Design alu_result_queue_flat, sky130hd; sources not shown.
### Power grid

(4 px per µm) Pins as bars on the die edge.
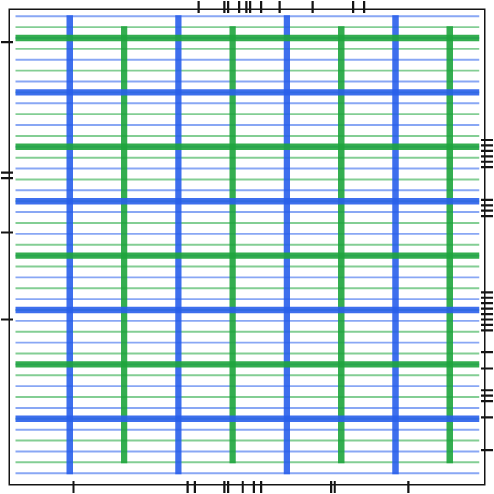
Green stands for VDD. Blue stands for VSS.
52 signal pins sit on the boundary. The core has 42 rows. 8 straps on met5. 43 met1 rails follow the rows. 8 straps on met4.
peak supply drop: 0.000209 V
Die Ht: 119 µm

### Placement view

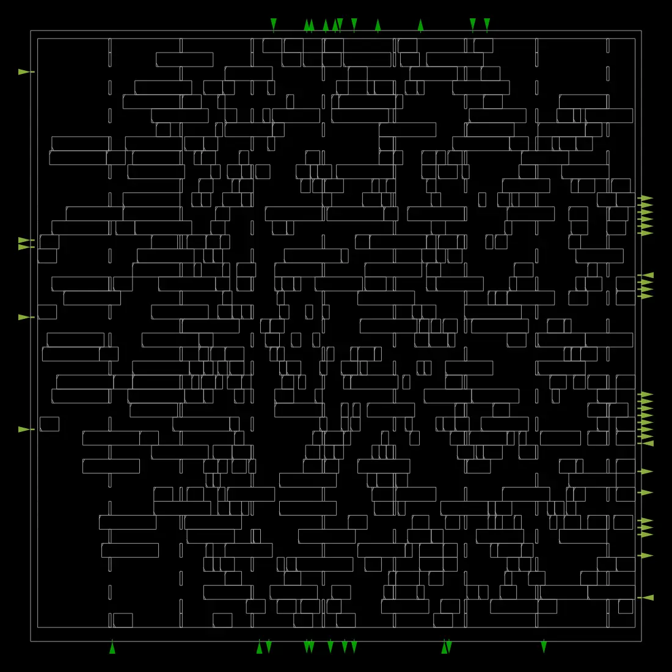
Flops: 93
Finished Layout Cells: 626
fillcell total: 1300
Well Taps: 176
FP Rows: 42

### Wire density map

(3 px per µm) The die is cut into 24 by 24 equal tiles; dark purple is low, yellow is high, scaled to the fullest tile. Values are wire area over tile area, all layers added.
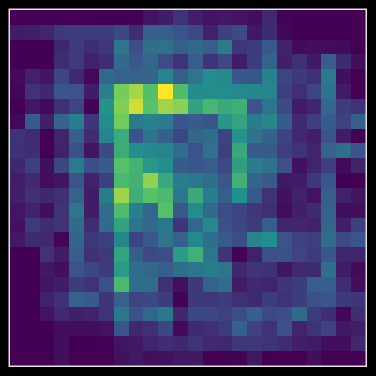
The emptiest ninth of the die: south-west. 7.6% of the tiles are over half the peak. The fullest tile reaches 0.67. The densest ninth of the die: center.
routed via count: 3377
WL/cell: 20.3 µm

==> results.cfg <==
; generated from flow reports
[run_status]
status = complete, no violations

[power_and_ir_drop]
p_comb_mw = 1.54
leakage_nw = 2.02
seq-power_mw = 1.03
p_sw_mw = 1.34
seqPwrFrac_pct = 32.5
power_frac_clock_pct = 18.8
total_power_mw = 3.18
power.largest_group = combinational cells
powerClk_mw = 0.598

[cells_and_area]
clock_cell_area_share_pct = 5.51
sh_comb_area_pct = 31.1
layout.nonclk_buf_share_pct = 11.6
logic_area_mm2 = 0.00171
signal_buffers = 82
antenna_cells = 0
seq_area_share_pct = 47.3
largest_reg_flops = 56
nNetsFinal = 468
seq_area_mm2 = 0.00261
final_cell_area_mm2 = 0.00552

[logic_synthesis]
ys_sh_xor_pct = 4.10
top_logic_kind = simple AND/OR/NAND/NOR gates
ys_warn_count = 0
synth_area_mm2 = 0.00448
yosysCellCount = 383
synthCells = 383
avgSynthCellArea_um2 = 11.7
ys.flops = 93
yosys.area_share.simple_pct = 15.1
muxShareOfSynthArea_pct = 3.35
async_reset_ff_share_pct = 39.8
postSynthSeqShare_pct = 58.2
top_cell_area_share_pct = 37.5

[global_routing]
grtUsageMet2_pct = 31.9
antenna_found_initial = 0
overflow = 0
grt_start_max_net_pins = 38
met1_usage_pct = 24.1
use_met3_pct = 3.43
grt_usage_pct = 19.3

[hold_path]
hold_path.class = reg2reg
whs_path_depth = 1

[worst_setup_path]
rrSetupSlack_ns = 1.69
end_kind = flip-flop
path_max_fanout = 10
cp_data_required_time_ns = 5.90

[detailed_routing]
routed.top_layer = met4
m1WireLength_um = 5400
dr.pass1.iters = 4
wl_met3_um = 908
routed_wirelength_um = 12700
wl_met2_um = 6150
route.detailed.drc = 0

[cts]
post_cts_buffers = 0
cts-buffers-inserted = 9
clkSinkCount = 93
cts_tree = built
cts-htree-levels = 3
root_buffer = clkbuf_16
clk_path_buf_depth = 2
clk_pin_slew_ns = 0.07

[final_timing]
fin_crit_sh_pct = 83.7
hold_viol_final = 0
fmax_mhz = 210
rsz0062_at_grt = no
setup_ws_ns = 0.928
relSlewSlack_pct = 42.6
final.setup.tns_ns = 0
finalCriticalPeriod_ns = 4.77
whs_ns = 0.474
finalSetupViolCount = 0

[flow_run]
drv_cap = 0
tool_warnings = 29

[placement]
place_inst = 610
dpl_cell_area_mm2 = 0.00521
dp_slack_ns = 0.544

[floorplan]
io_pins = 52
## synthesized netlist by cell type, types with 7 or more instances
library cell / instances
dfrtp_1: 37
xor2_1: 8
a211oi_1: 14
o311a_1: 14
nor3b_1: 14
o21ai_0: 16
inv_1: 7
nor3_1: 32
xnor2_1: 13
nand2_1: 41
clkbuf_1: 25
mux2i_1: 15
nor2_1: 18
a31oi_1: 12
o211ai_1: 12
edfxtp_1: 56
## worst max-delay path, cell delays in order
cell and delay [ns]:
clkdlybuf4s50_1 0.50, o31ai_4 0.15, inv_2 0.08, buf_2 0.24, clkbuf_1 0.51, ha_1 0.30, inv_1 0.06, fa_1 0.37
xor2_1 0.16, o21a_1 0.17, or4_1 0.47, clkbuf_1 0.26, clkbuf_1 0.33, nor2_1 0.17, a31oi_1 0.05
